<file path="src/rtl/rtx_mcp_pkg.sv">
// Shared types and Gray-code helpers for the two-slot transmit side of the
// rtx_mcp clock-crossing link.
package rtx_mcp_pkg;

  typedef enum logic [1:0] {
    EMPTY = 2'd0,
    PART  = 2'd1,
    FULL  = 2'd2
  } status_e;

  // 2-bit binary to reflected Gray code.
  function automatic logic [1:0] bin2gray(input logic [1:0] b);
    return b ^ {1'b0, b[1]};
  endfunction

  // 2-bit reflected Gray code back to binary.
  function automatic logic [1:0] gray2bin(input logic [1:0] g);
    return {g[1], g[1] ^ g[0]};
  endfunction

endpackage

</file>
<file path="src/rtl/rtx_mcp_if.sv">
// Bundle of the source handshake, remote pointer crossing and status signals.
// The transmitter (rtx_mcp) is the slave; the source/remote environment is the master.
interface rtx_mcp_if #(
  parameter int WIDTH = 8
);

  logic               rput;
  logic [WIDTH-1:0]   rdata;
  logic               rclr;
  logic [1:0]         rq2_aptr;
  logic               rrdy;
  logic [1:0]         tptr;
  logic [2*WIDTH-1:0] tdata;
  logic [1:0]         rstatus;
  logic               rovf;
  logic               rperr;

  modport master (
    output rput, rdata, rclr, rq2_aptr,
    input  rrdy, tptr, tdata, rstatus, rovf, rperr
  );

  modport slave (
    input  rput, rdata, rclr, rq2_aptr,
    output rrdy, tptr, tdata, rstatus, rovf, rperr
  );

endinterface

</file>
<file path="src/rtl/rtx_mcp_tx_mem2.sv">
// Two-entry register file holding the words in flight; both entries are
// exposed so the remote side can pick one with its own pointer.
module tx_mem2 #(
  parameter int WIDTH = 8
) (
  input  logic             rclk,
  input  logic             rrst_n,
  input  logic             we_i,
  input  logic             addr_i,
  input  logic [WIDTH-1:0] wdata_i,
  output logic [WIDTH-1:0] ent0_o,
  output logic [WIDTH-1:0] ent1_o
);

  logic [WIDTH-1:0] ent0_q;
  logic [WIDTH-1:0] ent1_q;

  // Write the addressed entry on we_i; the other entry keeps its value.
  always_ff @(posedge rclk or negedge rrst_n) begin
    if (!rrst_n) begin
      ent0_q <= '0;
      ent1_q <= '0;
    end else if (we_i) begin
      if (addr_i) begin
        ent1_q <= wdata_i;
      end else begin
        ent0_q <= wdata_i;
      end
    end
  end

  assign ent0_o = ent0_q;
  assign ent1_o = ent1_q;

endmodule

</file>
<file path="src/rtl/rtx_mcp.sv">
// Transmit side of a two-slot multi-cycle-path crossing: Gray pointer to the
// remote receiver, occupancy tracking against the synchronized ack pointer,
// and sticky overflow / pointer-error flags.
module rtx_mcp
  import rtx_mcp_pkg::*;
#(
  parameter int WIDTH = 8
) (
  input logic     rclk,
  input logic     rrst_n,
  rtx_mcp_if.slave bus
);

  logic [1:0]       tbin_q;
  logic [1:0]       tbin_d;
  logic [1:0]       tptr_q;
  logic [1:0]       tptr_d;
  logic             rovf_q;
  logic             rovf_d;
  logic             rperr_q;
  logic             rperr_d;
  logic [1:0]       abin_s;
  logic [1:0]       count_s;
  logic             full_s;
  logic             ahead_s;
  logic             rrdy_s;
  logic             rinc_s;
  status_e          status_s;
  logic [WIDTH-1:0] slot0_s;
  logic [WIDTH-1:0] slot1_s;

  // Occupancy from our binary pointer and the remote ack pointer; count 3
  // can only mean the remote side ran ahead, so it blocks puts too.
  always_comb begin
    abin_s  = gray2bin(bus.rq2_aptr);
    count_s = tbin_q - abin_s;
    full_s  = (tptr_q == ~bus.rq2_aptr);
    ahead_s = (count_s == 2'd3);
    rrdy_s  = ~full_s & ~ahead_s;
    rinc_s  = bus.rput & rrdy_s;
    case (count_s)
      2'd0:    status_s = EMPTY;
      2'd1:    status_s = PART;
      default: status_s = FULL;
    endcase
  end

  // Next pointer and sticky flags; a set condition beats a same-cycle clear.
  always_comb begin
    tbin_d  = tbin_q;
    tptr_d  = tptr_q;
    rovf_d  = rovf_q;
    rperr_d = rperr_q;
    if (rinc_s) begin
      tbin_d = tbin_q + 2'd1;
      tptr_d = bin2gray(tbin_q + 2'd1);
    end else begin
      tbin_d = tbin_q;
      tptr_d = tptr_q;
    end
    if (bus.rput && full_s) begin
      rovf_d = 1'b1;
    end else if (bus.rclr) begin
      rovf_d = 1'b0;
    end else begin
      rovf_d = rovf_q;
    end
    if (ahead_s) begin
      rperr_d = 1'b1;
    end else if (bus.rclr) begin
      rperr_d = 1'b0;
    end else begin
      rperr_d = rperr_q;
    end
  end

  // Pointer and flag registers, cleared asynchronously.
  always_ff @(posedge rclk or negedge rrst_n) begin
    if (!rrst_n) begin
      tbin_q  <= 2'd0;
      tptr_q  <= 2'd0;
      rovf_q  <= 1'b0;
      rperr_q <= 1'b0;
    end else begin
      tbin_q  <= tbin_d;
      tptr_q  <= tptr_d;
      rovf_q  <= rovf_d;
      rperr_q <= rperr_d;
    end
  end

  tx_mem2 #(
    .WIDTH (WIDTH)
  ) u_mem (
    .rclk    (rclk),
    .rrst_n  (rrst_n),
    .we_i    (rinc_s),
    .addr_i  (tbin_q[0]),
    .wdata_i (bus.rdata),
    .ent0_o  (slot0_s),
    .ent1_o  (slot1_s)
  );

  assign bus.rrdy    = rrdy_s;
  assign bus.tptr    = tptr_q;
  assign bus.tdata   = {slot1_s, slot0_s};
  assign bus.rstatus = status_s;
  assign bus.rovf    = rovf_q;
  assign bus.rperr   = rperr_q;

endmodule

</file>
<file path="src/flat_wrapper.sv">
// flat-port wrapper written by rule: the top's interface ports become plain ports
module rtx_mcp_flat import rtx_mcp_pkg::*;
#(
  parameter int WIDTH = 8
)
  (rclk, rrst_n, bus_rput, bus_rdata, bus_rclr, bus_rq2_aptr, bus_rrdy, bus_tptr, bus_tdata, bus_rstatus, bus_rovf, bus_rperr);
  rtx_mcp_if #(.WIDTH(WIDTH)) bus_i ();
  input logic rclk;
  input logic rrst_n;
  input wire logic [$bits(bus_i.rput)-1:0] bus_rput;
  input wire logic [$bits(bus_i.rdata)-1:0] bus_rdata;
  input wire logic [$bits(bus_i.rclr)-1:0] bus_rclr;
  input wire logic [$bits(bus_i.rq2_aptr)-1:0] bus_rq2_aptr;
  output wire logic [$bits(bus_i.rrdy)-1:0] bus_rrdy;
  output wire logic [$bits(bus_i.tptr)-1:0] bus_tptr;
  output wire logic [$bits(bus_i.tdata)-1:0] bus_tdata;
  output wire logic [$bits(bus_i.rstatus)-1:0] bus_rstatus;
  output wire logic [$bits(bus_i.rovf)-1:0] bus_rovf;
  output wire logic [$bits(bus_i.rperr)-1:0] bus_rperr;
  assign bus_i.rput = bus_rput;
  assign bus_i.rdata = bus_rdata;
  assign bus_i.rclr = bus_rclr;
  assign bus_i.rq2_aptr = bus_rq2_aptr;
  assign bus_rrdy = bus_i.rrdy;
  assign bus_tptr = bus_i.tptr;
  assign bus_tdata = bus_i.tdata;
  assign bus_rstatus = bus_i.rstatus;
  assign bus_rovf = bus_i.rovf;
  assign bus_rperr = bus_i.rperr;
  rtx_mcp #(.WIDTH(WIDTH)) u_core (.rclk(rclk), .rrst_n(rrst_n), .bus(bus_i));
endmodule
</file>
<file path="config.mk">
export PLATFORM = sky130hd
export DESIGN_NAME = rtx_mcp_flat
export DESIGN_NICKNAME = d
export VERILOG_FILES = /design/src/rtl/rtx_mcp_pkg.sv /design/src/rtl/rtx_mcp_if.sv /design/src/rtl/rtx_mcp_tx_mem2.sv /design/src/rtl/rtx_mcp.sv /design/src/flat_wrapper.sv
export SDC_FILE = /design/constraint.sdc
export NUM_CORES = 1
export LEC_CHECK = 0
export CORE_MARGIN = 5
export CORE_UTILIZATION = 46
export CTS_BUF_LIST = sky130_fd_sc_hd__clkbuf_8
export DETAILED_ROUTE_END_ITERATION = 10
export PLACE_DENSITY = 0.82
export SLEW_MARGIN = 10
export SYNTH_ARGS = -nofsm -noshare
export SYNTH_HDL_FRONTEND = slang
export SYNTH_HIERARCHICAL = 1
export SYNTH_SLANG_ARGS = --single-unit
</file>
<file path="constraint.sdc">
create_clock -name rclk -period 3.6 [get_ports rclk]
set_input_delay 1.08 -clock rclk [delete_from_list [all_inputs] [get_ports rclk]]
set_output_delay 1.08 -clock rclk [all_outputs]
set_load 0.005 [all_outputs]
</file>
**Run 1: clock wires, drivers and flops**

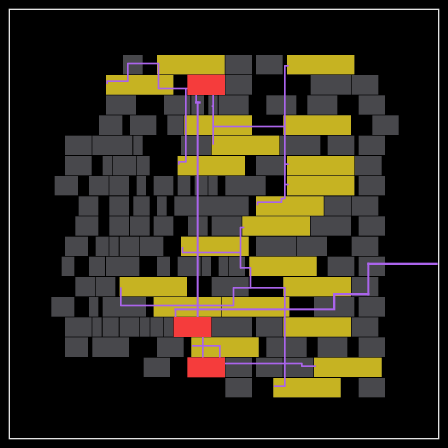
purple -> clock wires  # length 238 µm
yellow -> flip-flops  # count 21
red -> clock-net drivers  # count 3
routed clock nets = 4

**Run 1: cell density map**

The die is cut into 12 by 12 equal tiles; dark blue is low, red is high, 0 to 100% covered.
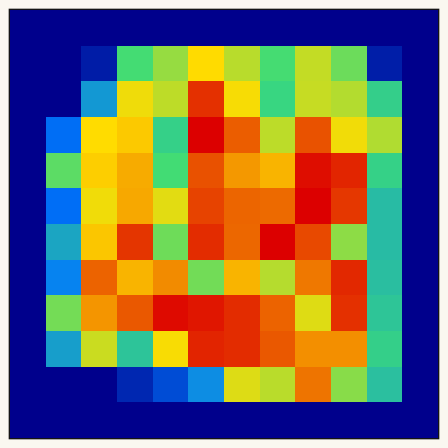
nearly empty tiles = 33%
tiles over 75% full = 31%
emptiest ninth of the die = top left
densest ninth of the die = middle
mean over tiles = 46%
fullest tile = 100%
Placeable Area: 2190 µm²
Floorplan Utilization: 47.7%
final standard cell utilization of the core: 71.1%

==> impl_metrics.toml, run 1 <==
# flow metrics
[drt]
via_count = 801
route.detailed.drc = 0
routed_wirelength_mm = 2.35
drt.antenna.violating_nets = 0
dr.first_iter.drc_count = 2
avgRoutedWirePerCell_um = 15.0
detail_route.first_pass.iterations = 4
drt-vias-per-instance = 5.10

[pwr]
cellPowerDensity_nw_per_um2 = 875
comb_cell_power_w = 0.000767
switching_power_w = 0.000430
maxPowerGroup = "combinational logic"
power_frac_seq_pct = 32.9
internal_power_w = 0.000932
power.clock.total_w = 0.000147
clock_network_power_share_pct = 10.8

[setup_path]
worst_r2r_endpoint = "u_core/u_mem/ent0_o[7]"
timing.critical_path.from = "bus_rq2_aptr[1]"
critical_path_class = "in2out"
cp.required_ns = 2.52
crit_path_end = "bus_rrdy"
reg2reg_slack_ns = 1.24
timing.rr.start = "u_core/tbin_q[0]"
crit_path_start_kind = "input pin"
cp_max_fo = 3
ff2ff_path_depth = 9

[timing]
timing.clock.skew_ns = 0.00201
rsz0062_at_grt = "false"
max_freq_ghz = 0.282
finalWorstPathRequiredPeriod_ns = 3.54
fin_tns_setup_ns = 0
timing_worst_slew_pin_value_ns = 0.896
worst_slew_margin_rel_pct = 40.1
setup_slack_ns = 0.0568
report.final.hold_viol_count = 0
final-max-slew-violation-count = 0
finalSetupViolations = 0
layout_worst_path_cycle_share_pct = 98.4
final.hold.worst_slack_ns = 0.509

[floorplan]
die_width_um = 57.7
floorplan.die.height_um = 57.7
die_area_um2 = 3330

[cts]
root_buffer = "sky130_fd_sc_hd__clkbuf_8"
clock_tree_from_tritoncts = "done"
cts-root-to-sink-buffers = 2
cts-hold-fix-buffers = 0
htree_levels = 1
post_cts_buffers = 4
cts-buffers-inserted = 3
clk_pin_slew_ns = 0.07
insertion_delay_ns = 0.26
cts_sinks = 21
cts_repair_resize_count = 12

[flow_run]
count_of_maximum_capacitance_violations = 0

[synth]
synth_top_cell_by_area = "sky130_fd_sc_hd__dfrtp_1"
synthTopCellsByCount = "sky130_fd_sc_hd__dfrtp_1 (21), sky130_fd_sc_hd__mux2_2 (8), sky130_fd_sc_hd__mux2_4 (8)"
synth.cell_area_um2 = 1050
syn-instance-count = 81
netlist.top_cell.by_instances = "sky130_fd_sc_hd__dfrtp_1"
synthFlopType = "sky130_fd_sc_hd__dfrtp_1"
synth_chip_area_um2 = 1050
syn_area_per_cell_um2 = 12.9
ys_warn_count = 6
top_area_share_pct = 50.2
enable_flop_cells = 0
netlist-cell-type-count = 29
post_synth_main_area_contributors = "sky130_fd_sc_hd__dfrtp_1 (50%), sky130_fd_sc_hd__mux2_4 (11%), sky130_fd_sc_hd__mux2_2 (8.6%)"
synth.ff_latch_count = 21
synth_seq_share_pct = 50.2
cell_total_in_the_yosys_stat_output = 81
postSynth.asyncResetShare_pct = 100

[grt]
grt_max_degree = 22
grt_pass1_wl_mm = 3.90
first_global_vias = 865
groute.usage.overall_pct = 15.2
number_of_antenna_violations_at_the_first_check_in_global_routing = 0
grt_overflow_total = 0

[min_path]
hold_path_end = "u_core/u_mem/ent1_o[6]"
worst_min_path_start = "u_core/u_mem/ent1_o[6]"
min_path_type = "reg2reg"

[cells_and_area]
final_area_um2 = 1560
fillers = 159
post_route_cells_drive_above_1_share_pct = 33.3
num_antenna_cells = 0
nets = 145
syn_to_final_growth_pct = 48.9
flop_area_um2 = 526

[placed_design]
placement.cell_area_um2 = 1470
routabilityCongestion = 0.776
place.detailed.hpwl_mm = 1.79
io_buffer_count = 36

[outcome]
status = "completed"
**Run 1: selected gate families**

Bar = 20 µm.
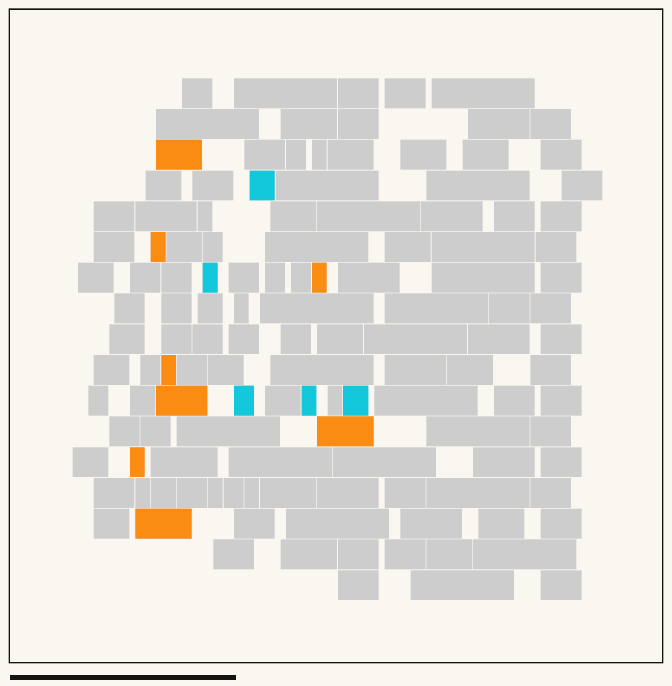
cyan -> nand cells  # cells 5, most used nand2_1, where middle
orange -> nor cells  # cells 8, most used nor2_1
Comb/total area: 31.4%
Post-Layout Cell Count: 157
commonest non-fill, non-tap cell in the layout: sky130_fd_sc_hd__clkdlybuf4s50_1

**Run 1: signal wires by layer**

Bar = 20 µm.
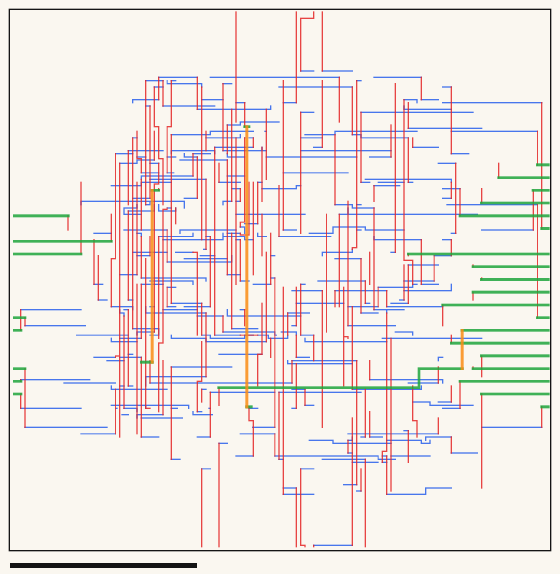
blue -> M1  # wire length 919 µm
orange -> M4  # wire length 52.4 µm
red -> M2  # wire length 1190 µm
green -> M3  # wire length 186 µm

run 1: per-stage QoR:
step | power, W | cells
finish | 0.00136 | 157
detailed placement | 0.00120 | 149
global placement | 0.00116 | 149
global route | 0.00145 | 157
floorplan | 0.000806 | 81
CTS | 0.00136 | 157
run 1: area by class of cell:
cell class,count,area share [%]
Inverter,6,1.45
Clock inverter,1,0.241
Timing Repair Buffer,48,28.3
Sequential cell,21,33.7
Multi-Input combinational cell,50,31.4
Tap cell,28,2.25
Clock buffer,3,2.65
run 1: per-layer routing:
| layer | part of all wire [%] | global-route usage, % | vias up |
|---|---|---|---|
| li1 | - | - | 376 |
| met1 | 39 | 16.8 | 388 |
| met2 | 51 | 26.3 | 31 |
| met3 | 7.9 | 4.68 | 6 |
| met4 | 2.2 | 7.62 | 0 |
| met5 | 0 | 0 | - |
run 1: state kept, by name (all words and copies together) (netlist names):
register	flops
u_core/bus.rovf	1
u_core/bus.rperr	1
u_core/bus.tptr	1
u_core/tbin_q	2
u_core/u_mem/ent0_o	8
u_core/u_mem/ent1_o	8
run 1: cells by family after synthesis:
group                      count (synthesis)  share of synthesized area [%]
DFF                                       21                           50.2
muxes                                     16                           20.1
and+or+nand+nor                           15                           8.49
AOI/OAI and AO/OA                         13                           8.61
buffers and inverters                     10                           5.38
xor gates and xnor gates                   5                           5.98
adders and majority gates                  1                           1.20
run 1: critical path: stages:
cell and delay [ns]:
sky130_fd_sc_hd__dlygate4sd2_1 0.25, sky130_fd_sc_hd__xor2_1 0.18, sky130_fd_sc_hd__ha_2 0.35, sky130_fd_sc_hd__nor2b_4 0.13, sky130_fd_sc_hd__nor2_1 0.06, sky130_fd_sc_hd__or2_2 0.29
sky130_fd_sc_hd__buf_2 0.13
**Run 1: routing congestion map**

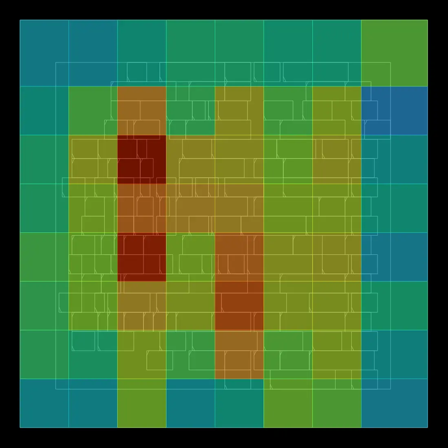

==> run 2: changes to the inputs <==
--- a/config.mk
+++ b/config.mk
@@ -5,6 +5,7 @@
 export SDC_FILE = /design/constraint.sdc
 export NUM_CORES = 1
 export LEC_CHECK = 0
+export CAP_MARGIN = 30
 export CORE_MARGIN = 5
 export CORE_UTILIZATION = 46
 export CTS_BUF_LIST = sky130_fd_sc_hd__clkbuf_8
**Run 2: routing congestion map**

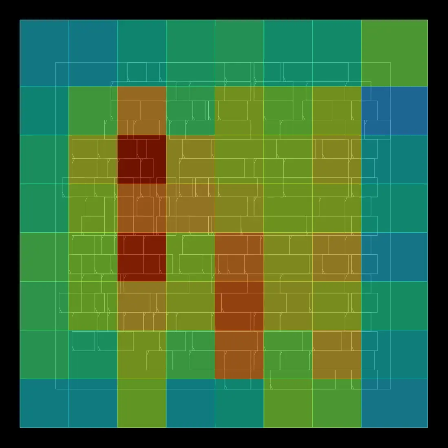
Most Crowded Layer GR: met2
final standard cell utilization of the core: 71.8%

==> impl_metrics.toml, run 2 <==
# flow metrics
[outcome]
status = "completed"

[placed_design]
placement.cell_area_um2 = 1470
routabilityCongestion = 0.776
place.detailed.hpwl_mm = 1.79
io_buffer_count = 36
placed_cells = 149

[timing]
fin_tns_setup_ns = 0
timing_worst_slew_pin_value_ns = 0.365
timing.clock.skew_ns = 0.00158
layout_worst_path_cycle_share_pct = 98.4
finalSetupViolations = 0
final.hold.worst_slack_ns = 0.508
report.final.hold_viol_count = 0
rsz0062_at_grt = "false"
final-max-slew-violation-count = 0
setup_slack_ns = 0.0568
finalWorstPathRequiredPeriod_ns = 3.54
max_freq_ghz = 0.282
worst_slew_margin_rel_pct = 75.6

[cells_and_area]
final_layout_top_logic_cell = "sky130_fd_sc_hd__clkdlybuf4s50_1"
flop_area_um2 = 526
number_of_buffers_other_than_clock_buffers_in_the_final_layout = 49
layout.clock.cell_area_share_pct = 2.86
num-nonclk-inverters = 6
post_route_cells_drive_above_1_share_pct = 33.8
final_area_um2 = 1570
largest_class = "sequential cells"
nets = 146
layout.buffer.nonclock.area_share_pct = 29.0
layout.sequential_cells = 21
comb-cell-share_pct = 31.1
nMultiInputCombCells = 50
clock_buffers = 3
layout.cells.most_common_list = "sky130_fd_sc_hd__clkdlybuf4s50_1 (31), sky130_fd_sc_hd__dfrtp_1 (21), sky130_fd_sc_hd__buf_4 (12), sky130_fd_sc_hd__mux2_4 (8), sky130_fd_sc_hd__mux2_2 (8)"
fillers = 154
sh_seq_area_pct = 33.4
syn_to_final_growth_pct = 50.4
num_antenna_cells = 0
fin_cells = 158

[synth]
postSynth.asyncResetShare_pct = 100
synthFlopType = "sky130_fd_sc_hd__dfrtp_1"
syn_area_per_cell_um2 = 12.9
post_synth_main_area_contributors = "sky130_fd_sc_hd__dfrtp_1 (50%), sky130_fd_sc_hd__mux2_4 (11%), sky130_fd_sc_hd__mux2_2 (8.6%)"
netlist.top_cell.by_instances = "sky130_fd_sc_hd__dfrtp_1"
syn-instance-count = 81
synth_chip_area_um2 = 1050
synth_seq_share_pct = 50.2
synth_top_cell_by_area = "sky130_fd_sc_hd__dfrtp_1"
enable_flop_cells = 0
synthTopCellsByCount = "sky130_fd_sc_hd__dfrtp_1 (21), sky130_fd_sc_hd__mux2_2 (8), sky130_fd_sc_hd__mux2_4 (8)"
cell_total_in_the_yosys_stat_output = 81
synth.cell_area_um2 = 1050
floorplan.nets = 96
ys_warn_count = 6
synth.ff_latch_count = 21
netlist-cell-type-count = 29

[drt]
detail_route.first_pass.iterations = 4
drt-vias-per-instance = 5.08
via_count = 803
dr.first_iter.drc_count = 6
routed_wirelength_mm = 2.36
drt.antenna.violating_nets = 0
route.detailed.drc = 0
avgRoutedWirePerCell_um = 14.9

[floorplan]
core_area_um2 = 2190
floorplan.die.height_um = 57.7
die_area_um2 = 3330
die_width_um = 57.7
num_tap_cells = 28
floorplan.initialDensity_pct = 47.7

[setup_path]
critical-path-top-delay-family = "simple AND/OR/NAND/NOR gates"
critical_path_class = "in2out"
critical_path.cell_chain = "dlygate4sd2_1 -> xor2_1 -> ha_2 -> nor2b_4 -> nor2_1 -> or2_2 -> buf_2"
timing.critical_path.slowest_cell_delay_ns = 0.35
cp_slowest_cell = "sky130_fd_sc_hd__ha_2"
crit_buf_inv = 2
cp_max_fo = 3
cp.required_ns = 2.52
crit_path_start_kind = "input pin"

[cts]
cts_sinks = 21
cts-buffers-inserted = 3
post_cts_buffers = 4
clk_pin_slew_ns = 0.07
cts-root-to-sink-buffers = 2
htree_levels = 1
cts_repair_resize_count = 12
insertion_delay_ns = 0.26
cts-hold-fix-buffers = 0
root_buffer = "sky130_fd_sc_hd__clkbuf_8"
clock_tree_from_tritoncts = "done"

[pwr]
switching_power_w = 0.000431
cellPowerDensity_nw_per_um2 = 868
fin_total_pwr_w = 0.00137
internal_power_w = 0.000934
power_frac_seq_pct = 32.9
clock_network_power_share_pct = 10.8

[grt]
groute.usage.overall_pct = 15.2
grt_pass1_wl_mm = 3.90
grt_max_degree = 22
grt_overflow_total = 0
number_of_antenna_violations_at_the_first_check_in_global_routing = 0
first_global_vias = 865

[min_path]
min_path_type = "reg2reg"

[flow_run]
count_of_maximum_capacitance_violations = 0
**Run 2: cell density map**

The die is cut into 12 by 12 equal tiles; dark blue is low, red is high, 0 to 100% covered.
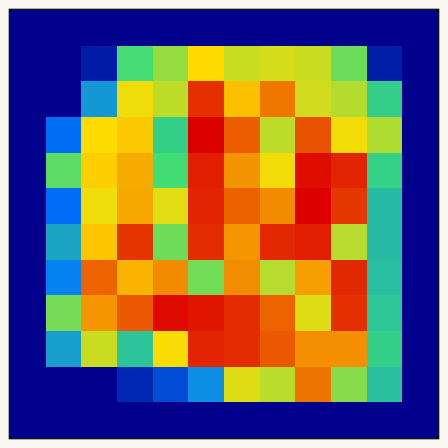
mean over tiles = 46%
fullest tile = 100%
nearly empty tiles = 33%
tiles over 75% full = 31%

-- run 2: cell types whose count changed in the layout (fill, tap and decap cells not counted) --
cell | previous run | this run
sky130_fd_sc_hd__buf_8 | 0 | 1
-- run 2: worst paths after layout --
| path | depth (start not counted) | slack [ns] | start | to |
|---|---|---|---|---|
| max in group asynchronous | 2 | 2.23 | rrst_n | u_core/u_mem/ent1_o[0] |
| worst max register to register | 9 | 1.24 | u_core/tbin_q[0] | u_core/u_mem/ent0_o[3] |
| worst min-delay path | 1 | 0.51 | u_core/u_mem/ent1_o[6] | u_core/u_mem/ent1_o[6] |
| worst max-delay path | 7 | 0.06 | bus_rq2_aptr[1] | bus_rrdy |
| worst min register to register | 1 | 0.51 | u_core/u_mem/ent1_o[6] | u_core/u_mem/ent1_o[6] |
| min in group asynchronous | 1 | 1.01 | rrst_n | u_core/u_mem/ent1_o[2] |
-- run 2: metal layers --
metal	part of all wire (%)	routed length, µm	vias to the layer above	global-route usage (%)
met1	40	935	387	16.8
met2	50	1190	31	26.3
met5	0	0	-	0
met4	2.2	52	0	7.62
li1	-	-	379	-
met3	7.8	185	6	4.68
-- run 2: kinds of logic after synthesis --
family	Yosys count	synth area share, %
DFF	21	50.2
AOI/OAI and AO/OA	13	8.61
xor gates and xnor gates	5	5.98
buffers and inverters	10	5.38
adders and majority gates	1	1.20
muxes	16	20.1
and+or+nand+nor	15	8.49
-- run 2: power groups by stage --
stage	Sequential (W)	Combinational (W)	Clock [W]
2_1_floorplan	0.000439	0.000367	0
3_3_place_gp	0.000444	0.000719	0
3_5_place_dp	0.000454	0.000741	0
4_1_cts	0.000451	0.000757	0.000152
5_1_grt	0.000467	0.000825	0.000160
6_report	0.000449	0.000769	0.000147
Power and IR drop assume default switching activity.
